==> src/rtl/sap_pkg.sv <==
// Shared definitions for the SAP core: opcodes, microstep encoding and control-word bit positions.
package sap_pkg;

    localparam logic [3:0] OP_NOP = 4'h0;
    localparam logic [3:0] OP_LDA = 4'h1;
    localparam logic [3:0] OP_ADD = 4'h2;
    localparam logic [3:0] OP_SUB = 4'h3;
    localparam logic [3:0] OP_STA = 4'h4;
    localparam logic [3:0] OP_LDI = 4'h5;
    localparam logic [3:0] OP_JMP = 4'h6;
    localparam logic [3:0] OP_JC  = 4'h7;
    localparam logic [3:0] OP_JZ  = 4'h8;
    localparam logic [3:0] OP_OUT = 4'hE;
    localparam logic [3:0] OP_HLT = 4'hF;

    typedef enum logic [2:0] {
        T0 = 3'd0,
        T1 = 3'd1,
        T2 = 3'd2,
        T3 = 3'd3,
        T4 = 3'd4
    } step_t;

    // Control-word bit positions (mi: MAR in, ri/ro: RAM in/out, io: IR operand out, ...)
    localparam int unsigned CW_MI   = 0;
    localparam int unsigned CW_RI   = 1;
    localparam int unsigned CW_RO   = 2;
    localparam int unsigned CW_IO   = 3;
    localparam int unsigned CW_II   = 4;
    localparam int unsigned CW_AI   = 5;
    localparam int unsigned CW_AO   = 6;
    localparam int unsigned CW_SUMO = 7;
    localparam int unsigned CW_SUB  = 8;
    localparam int unsigned CW_BI   = 9;
    localparam int unsigned CW_OI   = 10;
    localparam int unsigned CW_CE   = 11;
    localparam int unsigned CW_CO   = 12;
    localparam int unsigned CW_J    = 13;
    localparam int unsigned CW_HLT  = 14;
    localparam int unsigned CW_W    = 15;

    typedef logic [CW_W-1:0] ctrl_t;

endpackage

==> src/rtl/sap_ctrl.sv <==
// Microsequencer: step counter plus opcode/step/flags decode into the control word.
module sap_ctrl
    import sap_pkg::*;
(
    input  logic       clk,
    input  logic       rst,
    input  logic       adv,
    input  logic [3:0] opcode,
    input  logic       carry,
    input  logic       zero,
    output ctrl_t      ctrl_c
);

    step_t step;
    step_t step_nx;

    always_comb begin
        ctrl_c  = '0;
        step_nx = T0;
        case (step)
            T0: begin
                ctrl_c[CW_CO] = 1'b1;
                ctrl_c[CW_MI] = 1'b1;
                step_nx       = T1;
            end
            T1: begin
                ctrl_c[CW_RO] = 1'b1;
                ctrl_c[CW_II] = 1'b1;
                ctrl_c[CW_CE] = 1'b1;
                step_nx       = T2;
            end
            T2: begin
                case (opcode)
                    OP_LDA, OP_ADD, OP_SUB, OP_STA: begin
                        ctrl_c[CW_IO] = 1'b1;
                        ctrl_c[CW_MI] = 1'b1;
                        step_nx       = T3;
                    end
                    OP_LDI: begin
                        ctrl_c[CW_IO] = 1'b1;
                        ctrl_c[CW_AI] = 1'b1;
                    end
                    OP_JMP: begin
                        ctrl_c[CW_IO] = 1'b1;
                        ctrl_c[CW_J]  = 1'b1;
                    end
                    OP_JC: begin
                        ctrl_c[CW_IO] = carry;
                        ctrl_c[CW_J]  = carry;
                    end
                    OP_JZ: begin
                        ctrl_c[CW_IO] = zero;
                        ctrl_c[CW_J]  = zero;
                    end
                    OP_OUT: begin
                        ctrl_c[CW_AO] = 1'b1;
                        ctrl_c[CW_OI] = 1'b1;
                    end
                    OP_HLT: ctrl_c[CW_HLT] = 1'b1;
                    default: ;
                endcase
            end
            T3: begin
                case (opcode)
                    OP_LDA: begin
                        ctrl_c[CW_RO] = 1'b1;
                        ctrl_c[CW_AI] = 1'b1;
                    end
                    OP_ADD, OP_SUB: begin
                        ctrl_c[CW_RO] = 1'b1;
                        ctrl_c[CW_BI] = 1'b1;
                        step_nx       = T4;
                    end
                    OP_STA: begin
                        ctrl_c[CW_RI] = 1'b1;
                        ctrl_c[CW_AO] = 1'b1;
                    end
                    default: ;
                endcase
            end
            T4: begin
                ctrl_c[CW_SUMO] = 1'b1;
                ctrl_c[CW_AI]   = 1'b1;
                ctrl_c[CW_SUB]  = (opcode == OP_SUB);
            end
            default: ;
        endcase
    end

    always_ff @(posedge clk or posedge rst) begin
        if (rst) begin
            step <= T0;
        end else if (adv) begin
            step <= step_nx;
        end
    end

endmodule

==> src/rtl/sap_core.sv <==
// Parametrised SAP-style processor core with program-load port and single-step enable.
// Define SAP_CORE_FLAGS_EN to include the carry/zero flag register and conditional jumps.
module sap_core
    import sap_pkg::*;
#(
    parameter int unsigned DATA_W = 8,
    parameter int unsigned ADDR_W = 4
) (
    input  logic              clk,
    input  logic              rst,
    input  logic              en,
    input  logic              prog_we,
    input  logic [ADDR_W-1:0] prog_addr,
    input  logic [DATA_W-1:0] prog_data,
    output logic [DATA_W-1:0] out_data,
    output logic              out_valid,
    output logic              halted,
    output logic              carry,
    output logic              zero,
    output logic [ADDR_W-1:0] pc
);

    localparam int unsigned DEPTH = 1 << ADDR_W;

    logic [DATA_W-1:0] mem [DEPTH];
    logic [ADDR_W-1:0] mar;
    logic [3:0]        ir_op;
    logic [ADDR_W-1:0] ir_arg;
    logic [DATA_W-1:0] a;
    logic [DATA_W-1:0] b;
    logic [DATA_W-1:0] ram_q;
    logic [DATA_W-1:0] alu;
    logic [DATA_W-1:0] bus;
    ctrl_t             ctrl;
    logic              adv;

    assign adv = en & ~halted;

    sap_ctrl u_ctrl (
        .clk    (clk),
        .rst    (rst),
        .adv    (adv),
        .opcode (ir_op),
        .carry  (carry),
        .zero   (zero),
        .ctrl_c (ctrl)
    );

    // MAR is registered, so the addressed word appears the step after MAR is loaded
    assign ram_q = mem[mar];

    // One-hot AND-OR bus; the sequencer never enables two drivers at once
    assign bus = ({DATA_W{ctrl[CW_CO]}}   & DATA_W'(pc))
               | ({DATA_W{ctrl[CW_RO]}}   & ram_q)
               | ({DATA_W{ctrl[CW_IO]}}   & DATA_W'(ir_arg))
               | ({DATA_W{ctrl[CW_AO]}}   & a)
               | ({DATA_W{ctrl[CW_SUMO]}} & alu);

`ifdef SAP_CORE_FLAGS_EN
    logic [DATA_W:0] sum;

    assign sum = {1'b0, a} + {1'b0, (ctrl[CW_SUB] ? ~b : b)} + (DATA_W+1)'(ctrl[CW_SUB]);
    assign alu = sum[DATA_W-1:0];

    // Only the ALU write-back step updates the flags
    always_ff @(posedge clk or posedge rst) begin
        if (rst) begin
            carry <= 1'b0;
            zero  <= 1'b0;
        end else if (adv && ctrl[CW_SUMO]) begin
            carry <= sum[DATA_W];
            zero  <= (sum[DATA_W-1:0] == '0);
        end
    end
`else
    assign alu   = a + (ctrl[CW_SUB] ? ~b : b) + DATA_W'(ctrl[CW_SUB]);
    assign carry = 1'b0;
    assign zero  = 1'b0;
`endif

    always_ff @(posedge clk or posedge rst) begin
        if (rst) begin
            pc        <= '0;
            mar       <= '0;
            ir_op     <= '0;
            ir_arg    <= '0;
            a         <= '0;
            b         <= '0;
            out_data  <= '0;
            out_valid <= 1'b0;
            halted    <= 1'b0;
        end else begin
            out_valid <= adv & ctrl[CW_OI];
            if (adv) begin
                if (ctrl[CW_MI]) mar <= bus[ADDR_W-1:0];
                if (ctrl[CW_II]) begin
                    ir_op  <= bus[DATA_W-1 -: 4];
                    ir_arg <= bus[ADDR_W-1:0];
                end
                if (ctrl[CW_AI]) a <= bus;
                if (ctrl[CW_BI]) b <= bus;
                if (ctrl[CW_OI]) out_data <= bus;
                if (ctrl[CW_J]) begin
                    pc <= bus[ADDR_W-1:0];
                end else if (ctrl[CW_CE]) begin
                    pc <= pc + ADDR_W'(1);
                end
                if (ctrl[CW_HLT]) halted <= 1'b1;
            end
        end
    end

    // RAM is not reset; program load only while the core is stopped, so it never races STA
    always_ff @(posedge clk) begin
        if (adv && ctrl[CW_RI]) begin
            mem[mar] <= a;
        end else if (prog_we && !adv) begin
            mem[prog_addr] <= prog_data;
        end
    end

endmodule

==> config.mk <==
export PLATFORM = sky130hd
export DESIGN_NAME = sap_core
export DESIGN_NICKNAME = d
export VERILOG_FILES = /design/src/rtl/sap_pkg.sv /design/src/rtl/sap_ctrl.sv /design/src/rtl/sap_core.sv
export SDC_FILE = /design/constraint.sdc
export NUM_CORES = 1
export LEC_CHECK = 0
export CAP_MARGIN = 20
export CORE_ASPECT_RATIO = 0.9
export CORE_MARGIN = 5
export CORE_UTILIZATION = 61
export DETAILED_ROUTE_END_ITERATION = 10
export MAX_ROUTING_LAYER = met4
export PLACE_DENSITY = 0.76
export SLEW_MARGIN = 15
export SYNTH_ARGS = -nofsm -noshare
export SYNTH_HDL_FRONTEND = slang
export SYNTH_HIERARCHICAL = 1
export SYNTH_SLANG_ARGS = --single-unit
==> constraint.sdc <==
create_clock -name clk -period 3.4 [get_ports clk]
set_input_delay 0.68 -clock clk [delete_from_list [all_inputs] [get_ports clk]]
set_output_delay 0.68 -clock clk [all_outputs]
set_load 0.005 [all_outputs]
==> run_results.csv, run 1 <==
group,metric,value,unit
status,status,"finished clean",
sta,max_freq,0.329,GHz
placed_design,post_dp_cell_area,8380,sq um
cts,cts_root_buf,"clkbuf_16",
global_routing,antenna_found_initial,0,
final_layout,layout.cells.non_filler,799,
global_routing,grt-ovfl-total,0,
cts,cts_tree,"built",
synth,yosys_area,7820,sq um
sta,fin_tns_setup,0,ns
critical_path,cp.arrival,3.34,ns
critical_path,cp-start-kind,"flop",
final_layout,design_area,8920,sq um
critical_path,cp.required,3.70,ns
critical_path,path_max_fanout,10,
placed_design,dp_hpwl,12000,um
final_layout,area_growth_syn_to_layout,14.2,%
cts,numCtsBuffers,17,
synth,ys_cells,571,
floorplan,io_pins,32,
detailed_routing,met1_length,7330,um
critical_path,slowest_stage,"dfrtp_1",
cts,h-tree-depth,4,
global_routing,grt_pass1_vias,4982,
synth,synth_top_cell_by_area,"edfxtp_1",
global_routing,grt_busiest_layer,"met2",
synth,syn_area_per_cell,13.7,sq um
synth,syn-instance-count,571,
final_layout,largest_reg_flops,128,
cts,cts_setup_buffers,0,
critical_path,rr_worst_depth,10,
detailed_routing,top_layer_used,"met4",
sta,max-slew-margin-rel,0.399,
global_routing,grt_max_degree,29,
synth,ys_seq_frac,0.636,
power_and_ir_drop,leakage,3.25,nW
sta,fin_crit,3.04,ns
global_routing,grt_use_met1,0.334,
sta,setup_slack,0.356,ns
global_routing,grt_pass1_wl,27600,um
critical_path,cp-startpoint,"u_ctrl/step[2]",
placed_design,port_buffers,29,
synth,ys_ff,173,
critical_path,rr_startpoint,"u_ctrl/step[2]",
detailed_routing,via_per_inst,6.33,
critical_path,reg2reg_slack,0.36,ns
synth,netlist_area,7820,sq um
synth,edf_count,128,
critical_path,slowest_delay,0.51,ns
power_and_ir_drop,p_clk_frac,0.253,
cts,clock_latency,0.43,ns
global_routing,grt_use_met2,0.381,
final_layout,layout_top_cell,"edfxtp_1",
power_and_ir_drop,p_switching,2.43,mW
run,drv_cap,0,
final_layout,largest_register,"mem",
critical_path,path_class,"reg -> reg",
cts,holdBufCountCts,0,
power_and_ir_drop,swShare,0.347,
placed_design,place_inst,767,
synth,top_cell_area_share,0.492,
sta,max_slew.worst_pin.slew,0.902,ns
run,warnings,26,
final_layout,nNetsFinal,646,
detailed_routing,dr.pass1.iters,5,
sta,setup_viol,0,
detailed_routing,met3_length,968,um
sta,skew,0.00943,ns
synth,async_reset_ff_frac,0.260,
synth,synth_cell_types,62,
critical_path,path_cells,"nor3b_2 -> and3_1 -> xor2_1 -> inv_1 -> fa_1 -> nand2b_1 -> a21oi_1 -> a21oi_1 -> a221oi_2 -> o21ai_0",
sta,fin_crit_sh,0.895,
detailed_routing,drtAntennaViolNets,0,
cts,cts.path.max_buffers,2,
synth,area_leaders,"edfxtp_1, dfrtp_1, mux4_2",
critical_path,cp-end-kind,"flop",
power_and_ir_drop,powerDensity,784,nW/um^2
floorplan,die_area,15200,sq um
power_and_ir_drop,cell_internal_pwr,4.57,mW
sta,slew_violations,0,
detailed_routing,wl_met2,8580,um
critical_path,cp_common_cell,"a21oi_1",
power_and_ir_drop,seqPwrFrac,0.437,
detailed_routing,drtIter0Drc,731,
sta,hold_viol,0,
placed_design,routabilityCongestion,0.961,
worst_hold_path,min-delay-path-class,"in -> async",
sta,rsz0062_at_grt,"no",
final_layout,antenna_cells,0,
cts,cts_sinks,173,
synth,ff_type,"edfxtp_1",
global_routing,met3_usage,0.0523,
critical_path,cp-endpoint,"b[4]",
cts,post_cts_resized,0,
floorplan,fp-utilization,0.618,
final_layout,final_core_util,0.706,
cts,path_clk_slew,0.06,ns
detailed_routing,drc_errors,0,
floorplan,rows,39,
final_layout,layout_top_cells,"edfxtp_1, nand2_1, dfrtp_1",
critical_path,timing.rr.end,"b[4]",
placed_design,place_ws,0.334,ns
synth,yosysWarnings,6,
final_layout,drive_gt1_frac,0.183,
power_and_ir_drop,power_frac_comb,0.310,
[run 1: kinds of logic (layout without fill, tap and decap cells)]
logic type,after synthesis,in the layout,synth area share
compound gates,109,109,0.0858
flops,173,173,0.636
other cells,1,5,0.000480
xor+xnor,11,11,0.0123
mux,57,57,0.117
fa+ha+maj,8,8,0.0138
simple gates,168,168,0.106
buf+inv,44,104,0.0283
[run 1: cell usage after synthesis (9+ instances only)]
cell type,count
mux4_2,22
clkbuf_1,13
nand2_1,71
nor3_1,19
mux2i_1,14
a21oi_1,29
nor2_1,28
dfrtp_1,45
buf_2,9
mux2_2,18
o22ai_1,12
o21ai_0,31
inv_1,12
edfxtp_1,128
nand2b_1,14
xor2_1,10
[run 1: cell type report]
cell class / instances / area (sq um)
flip-flops and latches: 173 / 4970
fillers: 803 / 3710
multi-input cells: 358 / 2640
repair buffers: 60 / 523
clock buffers: 17 / 425
well taps: 164 / 205
clock inverters: 15 / 114
inverters: 12 / 45.0
[run 1: per-stage QoR]
stage / hold WS (ns) / power, mW
after floorplan: 0.434 / 4.52
after global placement: 0.453 / 5.15
after detailed placement: 0.469 / 5.23
after CTS: 0.445 / 7.00
after global routing: 0.479 / 7.38
final: 0.468 / 6.99
[run 1: worst max-delay path, delay by kind of cell, from the launching register on]
family                     cells  cell delay [ns]
DFF                            1             0.51
adders and majority gates      1             0.43
AOI/OAI and AO/OA              4             0.81
and+or+nand+nor                3             0.81
buffers and inverters          1             0.09
xor gates and xnor gates       1             0.26
[run 1: power by group through the flow]
stage	logic, mW	registers [mW]	clock network [mW]
3_5_place_dp	2.13	3.10	0
5_1_grt	2.37	3.11	1.90
2_1_floorplan	1.64	2.88	0
4_1_cts	2.15	3.06	1.79
6_report	2.17	3.06	1.77
3_3_place_gp	2.06	3.08	0
Fig. 1: run 1, supply network
The bar under the picture is 50 um long. Pins as bars on the die edge. Tap cells in grey.
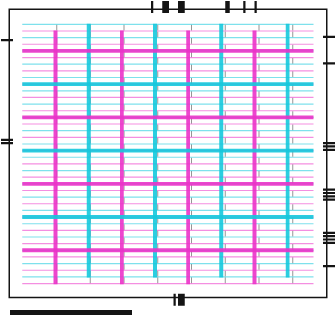
VSS: drawn in magenta. VDD: drawn in cyan.
164 tap cells. 8 straps on met4. 40 met1 rails follow the rows. 32 signal pins sit on the boundary. 7 straps on met5.
die height: 117 um
Core Region: 12600 sq um
Peak VDD IR: 0.752 mV
overall die width: 129 um

Fig. 2: run 1, cells coloured by class
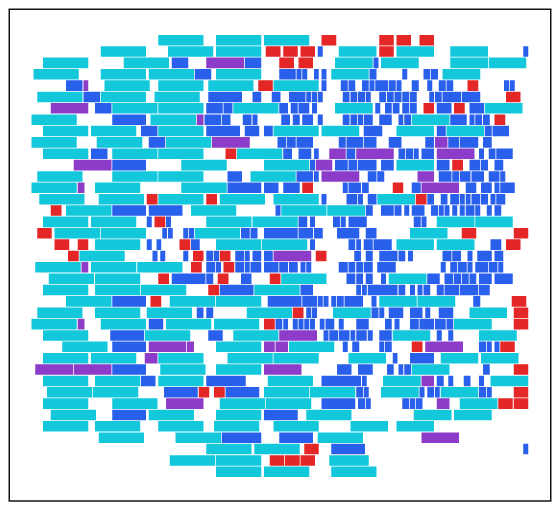
combinational and other logic: drawn in blue, cells 370, share of their area 31%. remaining buffers and delay cells: drawn in red, cells 60, share of their area 6.0%. sequential cells: drawn in cyan, cells 173, share of their area 57%. clock drivers and dummy loads: drawn in purple, cells 32, share of their area 6.2%.

Fig. 3: run 1, clock wires, drivers and flops
The bar under the picture is 50 um long.
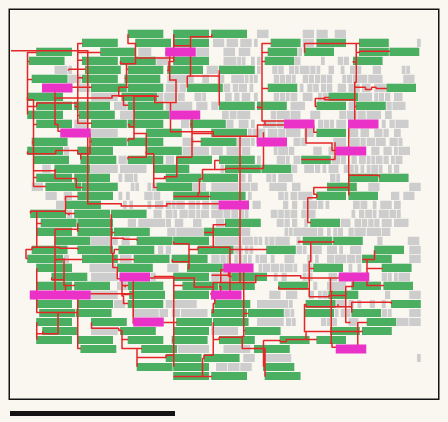
flip-flops: drawn in green, count 173. clock wires: drawn in red, length 1810 um. clock drivers: drawn in magenta, count 17.
Position of the flops: spread over the die.

Fig. 4: run 1, metal layers overlaid
The bar under the picture is 50 um long. Two of the layers only.
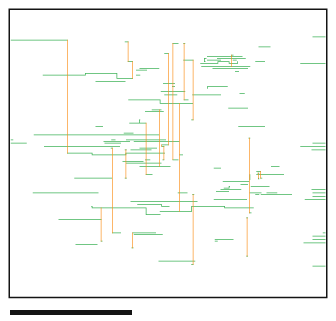
metal 4: drawn in orange, wire length 439 um. metal 3: drawn in green, wire length 969 um.
total track usage: 0.248
routed len/inst: 21.7 um
DRT Wirelength: 17300 um
vias: 5059

Fig. 5: run 1, clock nets
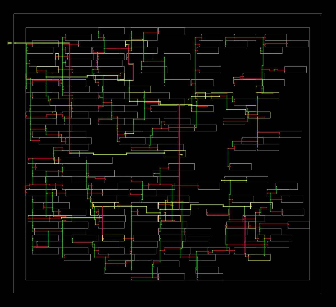

==> run 2, diff against run 1 <==
- GPL_TIMING_DRIVEN: unset -> 0
- PLACE_DENSITY: 0.76 -> unset
- PLACE_DENSITY_LB_ADDON: unset -> 0.3
Fig. 6: run 2, clock nets
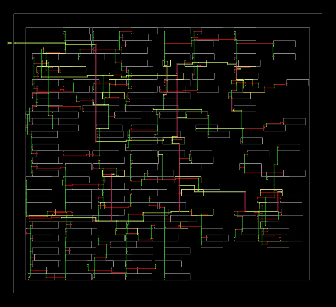
Late-Pin Clk Latency: 0.43 ns
Setup Skew: 0.00849 ns
# clk buffers: 18

Fig. 7: run 2, cells coloured by class
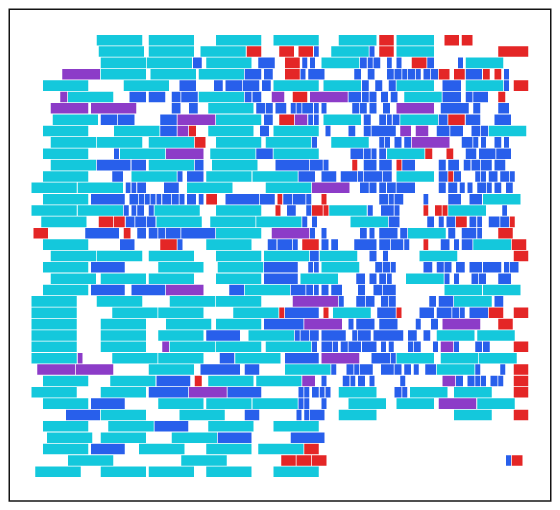
Seq/total area: 0.554
final core area utilization: 0.709
Final Cell Area: 8960 sq um

==> run_results.csv, run 2 <==
group,metric,value,unit
status,status,"complete, but fails checks",
status,violations,"setup timing",
final_layout,largest_register,"mem",
detailed_routing,drtIter0Drc,595,
final_layout,seqCellArea,4970,sq um
sta,fin_crit,3.42,ns
critical_path,timing.rr.end,"ir_op[0]",
power_and_ir_drop,leakage,3.24,nW
critical_path,path_class,"in -> reg",
synth,yosysWarnings,6,
cts,path_clk_slew,0.06,ns
synth,yosys_area,7820,sq um
critical_path,cp.required,3.45,ns
floorplan,rows,39,
cts,numCtsBuffers,17,
sta,rsz0062_at_grt,"yes",
synth,synthAoiAreaFrac,0.0858,
final_layout,drive_gt1_frac,0.171,
critical_path,cp-start-kind,"input port",
sta,hold_viol,0,
sta,fin_tns_setup,-0.103,ns
synth,common_cells,"edfxtp_1, nand2_1, dfrtp_1",
synth,syn-instance-count,571,
synth,ff_type,"edfxtp_1",
global_routing,grt_max_degree,30,
critical_path,rr_startpoint,"u_ctrl/step[1]",
cts,h-tree-depth,4,
detailed_routing,vias,5122,
detailed_routing,dr.pass1.iters,7,
synth,ys_seq_frac,0.636,
floorplan,fp-utilization,0.618,
final_layout,layout_top_cells,"edfxtp_1, nand2_1, dfrtp_1",
cts,cts_sinks,173,
sta,setup_slack,-0.0156,ns
synth,syn_area_per_cell,13.7,sq um
floorplan,die_y,117,um
placed_design,place_inst,771,
critical_path,rr_worst_depth,12,
global_routing,antenna_found_initial,0,
critical_path,cp-startpoint,"en",
synth,top_cell_area_share,0.492,
detailed_routing,detail_route.wirelength,17800,um
synth,simple_gate_share,0.106,
worst_hold_path,min-delay-path-class,"in -> async",
synth,ys_sh_mux,0.117,
synth,synth_cell_types,62,
detailed_routing,drtAntennaViolNets,0,
run,warnings,27,
final_layout,area_growth_syn_to_layout,14.7,%
detailed_routing,routedWlPerCell,22.2,um
floorplan,io_pins,32,
floorplan,core_area,12600,sq um
cts,cts_tree,"built",
final_layout,nNetsFinal,651,
placed_design,port_buffers,29,
global_routing,grt_pass1_wl,27900,um
placed_design,post_dp_cell_area,8370,sq um
synth,ys_sh_adder,0.0138,
sta,max_freq,0.293,GHz
synth,logic_family,"multiplexers",
floorplan,die_area,15200,sq um
synth,synth_xor_xnor_area_share,0.0123,
floorplan,fp.dieW,129,um
placed_design,routabilityCongestion,0.904,
cts,cts.path.max_buffers,2,
cts,holdBufCountCts,0,
sta,slew_violations,0,
sta,max_slew.worst_pin.slew,0.979,ns
power_and_ir_drop,peakVddDrop,0.705,mV
critical_path,reg2reg_slack,0.24,ns
final_layout,fillerInstances,817,
synth,ys_cells,571,
sta,max-slew-margin-rel,0.343,
global_routing,grt_pass1_vias,5078,
final_layout,mi_logic_area,2670,sq um
detailed_routing,drc_errors,0,
synth,area_leaders,"edfxtp_1, dfrtp_1, mux4_2",
cts,cts_setup_buffers,0,
critical_path,cp.arrival,3.47,ns
detailed_routing,via_per_inst,6.39,
run,drv_cap,0,
sta,setup_viol,8,
synth,edf_count,128,
final_layout,antenna_cells,0,
synth,netlist_area,7820,sq um
global_routing,grt_use_total,0.253,
global_routing,grt-ovfl-total,0,
power_and_ir_drop,powerDensity,804,nW/um^2
placed_design,dp_hpwl,12200,um
synth,ys_ff,173,
critical_path,path_max_fanout,9,
synth,top_cell,"edfxtp_1",
cts,post_cts_resized,1,
cts,cts_root_buf,"clkbuf_16",
==> run 2: cell counts after synthesis <==
Identical to the previous run, type by type.
==> run 2: metal layers <==
metal | vias to the layer above | part of all wire | track usage
li1 | 2271 | - | -
met4 | 0 | 0.016 | 0.0656
met1 | 2538 | 0.41 | 0.340
met3 | 45 | 0.074 | 0.0586
met2 | 268 | 0.50 | 0.396
met5 | - | 0 | -
==> run 2: kinds of logic after synthesis <==
| kind of cell | Yosys count |
|---|---|
| simple gates | 168 |
| other cells | 1 |
| compound gates | 109 |
| xor+xnor | 11 |
| flops | 173 |
| mux | 57 |
| fa+ha+maj | 8 |
| buf+inv | 44 |
==> run 2: where the power goes <==
group | total (mW) | internal, mW | switching, mW | leakage [nW]
clock network | 1.89 | 1.08 | 0.813 | 0.273
logic | 2.40 | 0.944 | 1.46 | 1.20
registers | 2.91 | 2.70 | 0.211 | 1.76
total | 7.21 | 4.73 | 2.48 | 3.24
==> run 2: per-stage QoR <==
step	setup slack (ns)	hold slack [ns]	power, mW	util
3_5_place_dp	-0.372	0.474	5.29	0.662
3_3_place_gp	-0.448	0.453	5.18	0.659
4_1_cts	0.0777	0.464	7.18	0.708
5_1_grt	-0.0958	0.470	7.57	0.709
6_report	-0.0156	0.464	7.21	0.709
2_1_floorplan	0.618	0.434	4.52	-
==> run 2: cell type report <==
cell class	count	share of cell area
Inverter	12	0.00502
Buffer	32	0.0197
Clock inverter	12	0.0154
Timing Repair Buffer	33	0.0371
Tap cell	164	0.0229
Clock buffer	18	0.0479
Sequential cell	173	0.554
Multi-Input combinational cell	358	0.298
==> run 2: critical path, cell delays in order <==
cell and delay [ns]:
clkdlybuf4s50_1 0.42, nand2b_1 0.08, clkbuf_1 0.35, and2_1 0.25, mux2i_1 0.63, nand2b_1 0.25, nor2_1 0.80
Fig. 8: run 2, clock wires, drivers and flops
The bar under the picture is 50 um long.
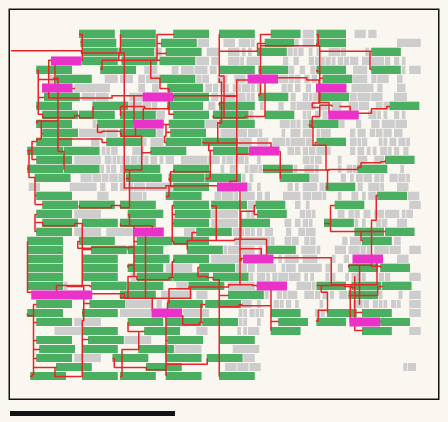

==> run 3, diff against run 2 <==
- CAP_MARGIN: 20 -> 40
- CORE_MARGIN: 5 -> unset
Fig. 9: run 3, clock wires, drivers and flops
The bar under the picture is 20 um long.
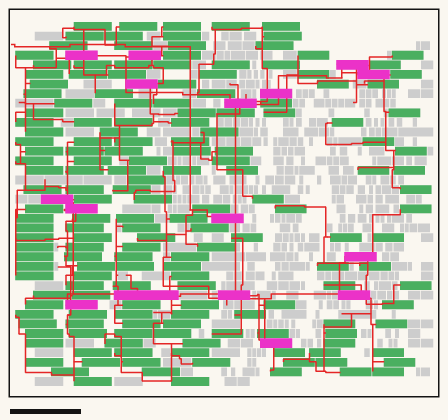
clock wires: drawn in red, length 1840 um. flip-flops: drawn in green, count 173. clock drivers: drawn in magenta, count 17.
There are 18 routed clock nets.
Setup Skew: 0.00845 ns
Clock Power Share: 0.273

==> run_results.csv, run 3 <==
group,metric,value,unit
global_routing,grt_use_met2,0.505,
detailed_routing,top_layer_used,"met4",
global_routing,met3_usage,0.0679,
cts,cts.path.max_buffers,2,
detailed_routing,drc_errors,0,
power_and_ir_drop,powerDensity,811,nW/um^2
global_routing,grt_max_degree,26,
synth,async_reset_ff_frac,0.260,
final_layout,seqCellArea,4970,sq um
final_layout,largest_reg_flops,128,
detailed_routing,met1_length,7400,um
sta,setup_slack,0.121,ns
placed_design,dp_hpwl,12600,um
cts,post_cts_resized,1,
synth,edf_count,128,
final_layout,drive_gt1_frac,0.192,
placed_design,place_inst,774,
floorplan,die_y,109,um
global_routing,grt_pass1_vias,5139,
global_routing,grt-ovfl-total,0,
power_and_ir_drop,leakage,3.32,nW
cts,cts_root_buf,"clkbuf_16",
critical_path,rr_worst_depth,11,
synth,syn_area_per_cell,13.7,sq um
detailed_routing,dr.pass1.iters,6,
sta,fin_crit_sh,0.964,
placed_design,place_ws,-0.314,ns
cts,cts_setup_buffers,2,
status,status,"finished clean",
cts,path_clk_slew,0.07,ns
placed_design,post_dp_cell_area,8450,sq um
synth,syn-instance-count,571,
floorplan,io_pins,32,
run,drv_cap,0,
final_layout,antenna_cells,0,
critical_path,cp-end-kind,"flop",
sta,setup_viol,0,
cts,holdBufCountCts,0,
detailed_routing,via_per_inst,6.60,
critical_path,path_class,"in -> reg",
synth,synth_cell_types,62,
global_routing,grt_use_met1,0.396,
global_routing,grt_busiest_layer,"met2",
synth,ys_cells,571,
floorplan,core_area,12300,sq um
detailed_routing,drtIter0Drc,714,
synth,ys_seq_frac,0.636,
synth,top_cell,"edfxtp_1",
detailed_routing,drtAntennaViolNets,0,
sta,max-slew-margin-rel,0.415,
synth,area_leaders,"edfxtp_1, dfrtp_1, mux4_2",
run,warnings,26,
cts,cts_sinks,173,
power_and_ir_drop,peakVddDrop,0.592,mV
worst_hold_path,min-delay-path-class,"in -> async",
sta,fin_tns_setup,0,ns
final_layout,nNetsFinal,662,
critical_path,cp-start-kind,"input port",
synth,synth_top_cell_by_area,"edfxtp_1",
synth,yosys_area,7820,sq um
critical_path,timing.rr.end,"a[7]",
synth,ff_type,"edfxtp_1",
power_and_ir_drop,finalPower,7.40,mW
sta,max_freq,0.305,GHz
cts,cts_tree,"built",
synth,top_cell_area_share,0.492,
synth,common_cells,"edfxtp_1, nand2_1, dfrtp_1",
final_layout,final_core_util,0.743,
final_layout,largest_register,"mem",
critical_path,cp.required,3.54,ns
cts,clock_latency,0.43,ns
sta,hold-worst-slack,0.474,ns
synth,netlist_area,7820,sq um
global_routing,grt_pass1_wl,29000,um
final_layout,layout_top_cell,"edfxtp_1",
global_routing,antenna_found_initial,0,
floorplan,fp.dieW,121,um
critical_path,cp.arrival,3.42,ns
final_layout,area_growth_syn_to_layout,16.6,%
final_layout,fillerInstances,742,
sta,hold_viol,0,
floorplan,die_area,13300,sq um
cts,h-tree-depth,4,
final_layout,layout.cells.non_filler,811,
floorplan,rows,38,
critical_path,reg2reg_slack,0.19,ns
floorplan,fp-utilization,0.637,
synth,ys_ff,173,
critical_path,path_max_fanout,10,
sta,fin_crit,3.28,ns
detailed_routing,met3_length,1550,um
sta,slew_violations,0,
placed_design,port_buffers,29,
cts,numCtsBuffers,17,
synth,yosysWarnings,6,
detailed_routing,wl_met2,9490,um
final_layout,design_area,9120,sq um
placed_design,routabilityCongestion,0.937,
sta,max_slew.worst_pin.slew,0.872,ns
final_layout,mi_logic_area,2680,sq um
critical_path,rr_startpoint,"u_ctrl/step[0]",
final_layout,layout_top_cells,"edfxtp_1, nand2_1, dfrtp_1",
Fig. 10: run 3, metal layers overlaid
The bar under the picture is 20 um long. Two of the layers only.
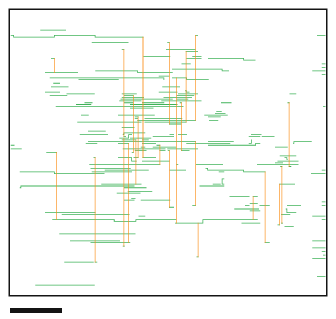
metal 4: drawn in orange, wire length 615 um. metal 3: drawn in green, wire length 1550 um.
routed len/inst: 23.5 um
vias: 5351
DRT Wirelength: 19100 um
total track usage: 0.317

==> run 3: cell counts after synthesis <==
No cell type changed its count.
==> run 3: worst max-delay path by stage <==
stage                   start         end  slack [ns]  cells after the start
6_report                   en   mem[3][6]        0.12                      9
5_1_grt                    en   mem[3][6]       -0.02                      9
4_1_cts                    en  mem[11][3]        0.04                      7
3_5_place_dp               en  mem[11][1]       -0.31                      7
3_3_place_gp               en  mem[15][4]       -0.43                      8
2_1_floorplan  u_ctrl/step[1]        a[7]        0.62                     11
==> run 3: layout make-up <==
cell class              instances  share of cell area
multi-input cells             358               0.294
repair buffers                 44              0.0474
clock buffers                  19              0.0475
inverters                      12             0.00494
flip-flops and latches        173               0.545
well taps                     160              0.0220
clock inverters                13              0.0194
plain buffers                  32              0.0194
==> run 3: power breakdown <==
part	leakage (nW)	internal, mW	switching [mW]	total [mW]
combinational	1.26	0.976	1.49	2.47
sequential	1.76	2.70	0.209	2.91
clock	0.295	1.18	0.839	2.02
total	3.32	4.86	2.54	7.40
==> run 3: critical path, cell delays in order <==
cell and delay, ns:
clkdlybuf4s50_1 0.43, nand2b_1 0.08, clkbuf_1 0.34, and2_1 0.27
clkbuf_1 0.44, and3_1 0.23, a31oi_1 0.10, nor2_1 0.63
buf_6 0.22
==> run 3: kinds of logic (layout without fill, tap and decap cells) <==
group / Yosys count / after routing / share of synthesized area
buffers and inverters: 44 / 120 / 0.0283
adders and majority gates: 8 / 8 / 0.0138
AOI/OAI and AO/OA: 109 / 109 / 0.0858
other: 1 / 5 / 0.000480
muxes: 57 / 57 / 0.117
xor gates and xnor gates: 11 / 11 / 0.0123
and+or+nand+nor: 168 / 168 / 0.106
DFF: 173 / 173 / 0.636
Power figures rest on the tool's default switching activity, not on a simulated workload.
